### Routed metal per tile

Drawn at 6 px/micron. The die is cut into 9 by 9 equal tiles; dark purple is low, yellow is high, scaled to the fullest tile. Values are wire area over tile area, all layers added.
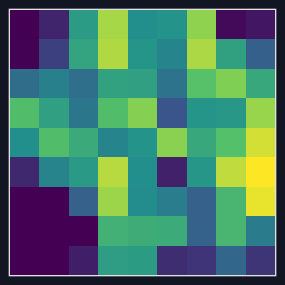
### Metal 3

Drawn at 12 px/micron. Cells faint in the background.
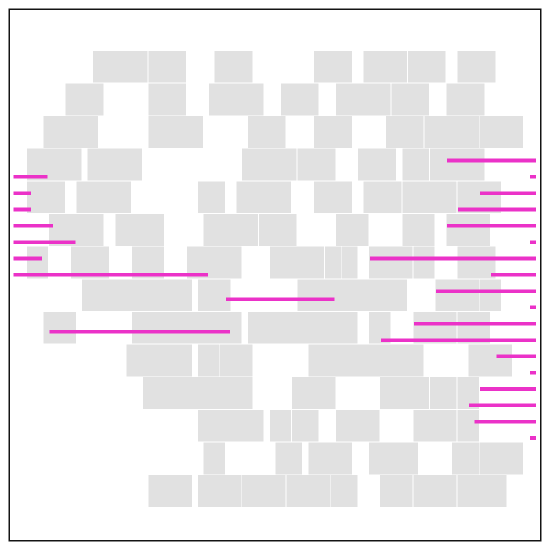
### Clock routing

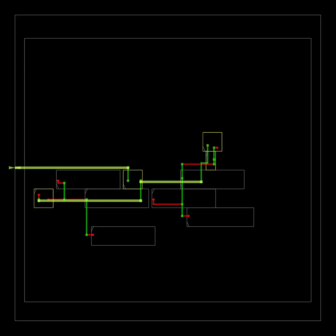
### Pin placement

Drawn at 8 px/micron. Pins as bars across the die edge, other pins in grey.
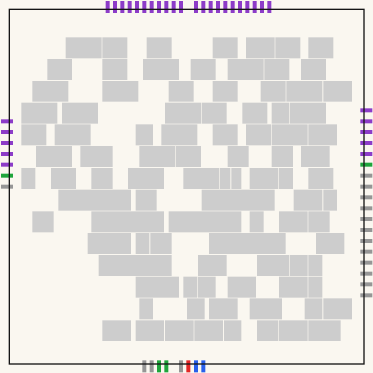
### Cells coloured by class

Drawn at 12 px/micron.
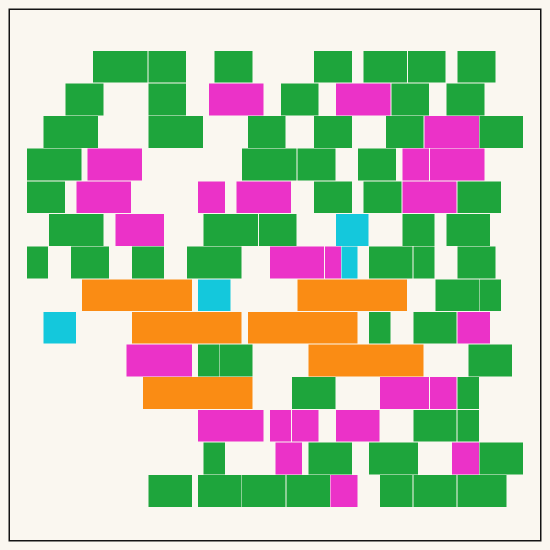
==> src/rtl/cond_flag_unit.sv <==
// NZCV flag register, decode-time condition latch and write-strobe gating
// for the multi-cycle ARM datapath.
module cond_flag_unit #(
  parameter int WIDTH = 32
) (
  input  logic             clk,
  input  logic             rst_n,
  input  logic [WIDTH-1:0] ALUResult,
  input  logic             ALUCarry,
  input  logic             ALUOverflow,
  input  logic             ALUArith,
  input  logic [1:0]       FlagW,
  input  logic             CondEx,
  input  logic             DecodeStrobe,
  input  logic             ExecStrobe,
  input  logic             PCS,
  input  logic             NextPC,
  input  logic             RegW,
  input  logic             MemW,
  output logic [3:0]       Flags,
  output logic             CondExQ,
  output logic             PCWrite,
  output logic             RegWrite,
  output logic             MemWrite,
  output logic             FlagsUpd
);

  logic [3:0] flags_q, flags_d;
  logic       cond_ex_q, cond_ex_d;
  logic       flags_upd_q, flags_upd_d;
  logic       alu_n, alu_z;
  logic       upd_en, wr_nz, wr_cv;

  assign alu_n = ALUResult[WIDTH-1];
  assign alu_z = ~|ALUResult;

  always_comb begin
    // NOTE: every variable gets a default first, so no path can infer a latch.
    flags_d   = flags_q;
    cond_ex_d = cond_ex_q;
    // The update is gated by the condition latched for this instruction, even
    // when a new decode strobe reloads it on the same edge.
    upd_en    = ExecStrobe & cond_ex_q;
    wr_nz     = upd_en & FlagW[1];
    wr_cv     = upd_en & FlagW[0] & ALUArith;
    if (wr_nz) flags_d[3:2] = {alu_n, alu_z};
    if (wr_cv) flags_d[1:0] = {ALUCarry, ALUOverflow};
    if (DecodeStrobe) cond_ex_d = CondEx;
    flags_upd_d = wr_nz | wr_cv;
  end

  // NOTE: state registers use non-blocking assignments so every flop samples
  // pre-edge values, independent of statement order.
  always_ff @(posedge clk or negedge rst_n) begin
    if (!rst_n) begin
      flags_q     <= 4'b0000;
      cond_ex_q   <= 1'b0;
      flags_upd_q <= 1'b0;
    end else begin
      flags_q     <= flags_d;
      cond_ex_q   <= cond_ex_d;
      flags_upd_q <= flags_upd_d;
    end
  end

  assign Flags    = flags_q;
  assign CondExQ  = cond_ex_q;
  assign FlagsUpd = flags_upd_q;

  // A failed condition suppresses everything except the fetch increment.
  assign PCWrite  = (PCS & cond_ex_q) | NextPC;
  assign RegWrite = RegW & cond_ex_q;
  assign MemWrite = MemW & cond_ex_q;

endmodule

==> config.mk <==
export PLATFORM = sky130hd
export DESIGN_NAME = cond_flag_unit
export DESIGN_NICKNAME = d
export VERILOG_FILES = /design/src/rtl/cond_flag_unit.sv
export SDC_FILE = /design/constraint.sdc
export NUM_CORES = 1
export LEC_CHECK = 0
export CAP_MARGIN = 20
export CORE_UTILIZATION = 19
export CTS_CLUSTER_DIAMETER = 80
export DETAILED_ROUTE_END_ITERATION = 6
export PLACE_DENSITY = 0.75
export SETUP_SLACK_MARGIN = 0.1
export SKIP_LAST_GASP = 1
export SLEW_MARGIN = 25
export SYNTH_ARGS = -nofsm -noshare
export SYNTH_HDL_FRONTEND = slang
export SYNTH_SLANG_ARGS = --single-unit
==> constraint.sdc <==
create_clock -name clk -period 0.99 [get_ports clk]
set_input_delay 0.198 -clock clk [delete_from_list [all_inputs] [get_ports clk]]
set_output_delay 0.198 -clock clk [all_outputs]
set_load 0.005 [all_outputs]
==> out/results.ini <==
[critical_path]
required_ps=1110
start_kind=register
crit_slowest_cell=dfrtp_2
cp_max_fo=5
cp-end-kind=register
critPathMostFrequentCell=buf_6
crit_chain=buf_6, buf_6, nand4_1, mux2_4
cp_slowest_stage_delay_ps=420
worstSetupPathType=register to register
arrival_ps=1350

[detailed_routing]
route.detailed.drc=0
highest_layer=met3
dr_total_vias=508
antenna_left=0
wl_met3_microns=145
routed-wl-met2_microns=634
dr.first_iter.drc_count=12
wl_met1_microns=487
via_per_inst=4.62
routed_wl_microns=1270
drt-wirelength-per-cell_microns=11.5
drt-pass1-iter-count=6

[cells_and_area]
lay_top_cells=dlygate4sd2_1 (21), clkdlybuf4s50_1 (17), nor4_2 (8), dlymetal6s2s_1 (8), buf_2 (7)
utilization_pct=62.1
layout.nets=141
largest_reg_flops=4
layout_top_cell_excl_fill_tap=dlygate4sd2_1
drive_gt1_share_pct=36.2
finalNonFillerCells=110
syn2layout_area_growth_pct=190
antenna_cells=0

[floorplanning]
fp-row-count=14
io_pins=55
fp_util_pct=21.4
die_y_microns=44.2
core_area_sq_mm=0.00158
chipWidth_microns=44.2
dieArea_sq_mm=0.00195

[synth]
ys_sh_xor_pct=0
floorplan.nets=76
synthTopLogicFamily=simple AND/OR/NAND/NOR gates
yosys.area.top_type=dfrtp_1
ys_sh_adder_pct=0
compound_area_share_pct=5.93
synth_area_per_cell_sq_um=11.3
synth.top_cell.area_share_pct=44.4
synth_seq_share_pct=44.4
ys_sh_mux_pct=13.3
ys_warn_count=0
yosys_cells=30
syn-cell-area_sq_um=338
numSynthFlops=6
synth_cells=30
ys_sh_simple_pct=36.3
synth_cell_types=12
top_cells_by_area=dfrtp_1 (44%), nor4_2 (15%), mux2_2 (13%)
ys_area_sq_um=338

[clocking]
clk_pin_slew_ps=50
root_buffer=clkbuf_4
holdBufCountCts=0
cts_buffer_depth=2
post_cts_buffers=2
cts_resized=55
clkLatencyLatePin_ps=250
clock_sinks=6
h-tree-depth=1
cts_tree=yes

[hold_path]
hp-class=input pin to asynchronous set/reset pin

[timing]
final.min_clock_period_ps=1230
fmax_mhz=815
rsz0062_at_grt=true
hold_violations=0
fin_crit_sh_pct=124
setup-violations-final=7
worst_pin_slew_ps=258
setup_ws_ps=-237
max_slew_margin_pct=82.8
slew_violations=0

[placed_design]
port_buffers=54
hpwl_microns=1010
place_inst=102
gp_congestion=0.641

[pwr]
totalPowerFinal_mw=0.886
p_leak_nw=0.497
ir_worst_vdd_v=0.000853
powerDensity_mw_per_mm2=904

[global_routing]
grt_pass1_vias=475
gr-total-overflow=0
grt_max_degree=7
track_usage_pct=13.9
antenna_found_initial=0
grt_pass1_wl_microns=1960

[outcome]
violations=negative setup slack
status=finished, violations left

[run]
maxCapViolCount=0
warnings=29

Notes on 'Routed metal per tile' above:
The emptiest ninth of the die: lower left. The densest ninth of the die: middle right. The fullest tile reaches 0.23. 52% of the tiles are over half the peak. The mean over all tiles is 0.11.

Notes on 'Metal 3' above:
The layer holds 11% of the routed length. 26 nets have wire on it. The wires run mostly horizontal. The longest straight run is 15.9 microns. The layer carries 145 microns of wire.

Notes on 'Clock routing' above:
Seq cells: 6
clock distribution power: 0.241 mW
CLK BUF: 4
clk_skew: 9.32 ps
CTS buffer count: 3

Notes on 'Pin placement' above:
Green stands for `Flags`, pins 4, direction output, edge 2 bottom, 1 right, 1 left. Purple stands for `ALUResult`, pins 32, direction input, edge 22 top, 5 right, 5 left. Red stands for `ALUArith`, pins 1, direction input, edge bottom. Blue stands for `FlagW`, pins 2, direction input, edge bottom.
All pins by edge: 22 top, 18 right, 8 bottom, 7 left.

Notes on 'Cells coloured by class' above:
Orange stands for registers, cells 6, share of their area 16%. Magenta stands for remaining logic cells, cells 24, share of their area 25%. Green stands for remaining buffers and delay cells, cells 60, share of their area 57%. Cyan stands for clock drivers and dummy loads, cells 4, share of their area 2.7%.

-- layout make-up --
| type | instances | area (sq um) |
|---|---|---|
| fillers | 138 | 597 |
| well taps | 16 | 20.0 |
| clock buffers | 4 | 26.3 |
| flip-flops and latches | 6 | 151 |
| repair buffers | 60 | 547 |
| multi-input cells | 24 | 235 |
-- cell usage after synthesis --
cell,number
a21o_1,1
a21oi_1,1
and2_1,2
dfrtp_1,6
mux2_2,4
nand2_1,2
nand3_1,1
nand4_1,3
nor2_1,1
nor4_1,4
nor4_2,4
o31ai_1,1
-- layer usage --
layer	global-route usage (%)	up-vias
li1	-	251
met1	16.3	228
met2	21.2	29
met3	8.57	0
met4	3.64	0
met5	0	-
-- where the power goes --
group          internal (mW)  switching, mW  total [mW]
Clock                  0.153         0.0888       0.241
Sequential             0.285         0.0198       0.305
Combinational          0.243         0.0973       0.340
Total                  0.680          0.206       0.886
-- worst paths after layout --
check / end / cells after the start / startpoint / slack (ps)
worst max-delay path: Flags[1] / 4 / CondExQ / -240
worst min-delay path: Flags[2] / 1 / rst_n / 180
worst max register to register: Flags[1] / 4 / CondExQ / -240
worst min register to register: Flags[1] / 1 / Flags[1] / 500
max in group asynchronous: CondExQ / 1 / rst_n / 580
min in group clk: Flags[2] / 4 / ALUResult[28] / 280
-- per-stage QoR --
stage | hold WS (ps) | setup slack, ps | TNS, ps | instance area [sq um]
floorplan | -97.6 | 3.11 | 0 | 344
global placement | 451 | -453 | -2820 | 920
detailed placement | 451 | -453 | -2890 | 920
CTS | 183 | -238 | -1440 | 921
global route | 182 | -284 | -1650 | 980
finish | 183 | -237 | -1290 | 980
-- critical path, delay by kind of cell, from the launching register on --
family | cells | cell delay, ps
buf+inv | 2 | 230
flops | 1 | 420
mux | 1 | 310
simple gates | 1 | 130
Power figures rest on the tool's default switching activity, not on a simulated workload.
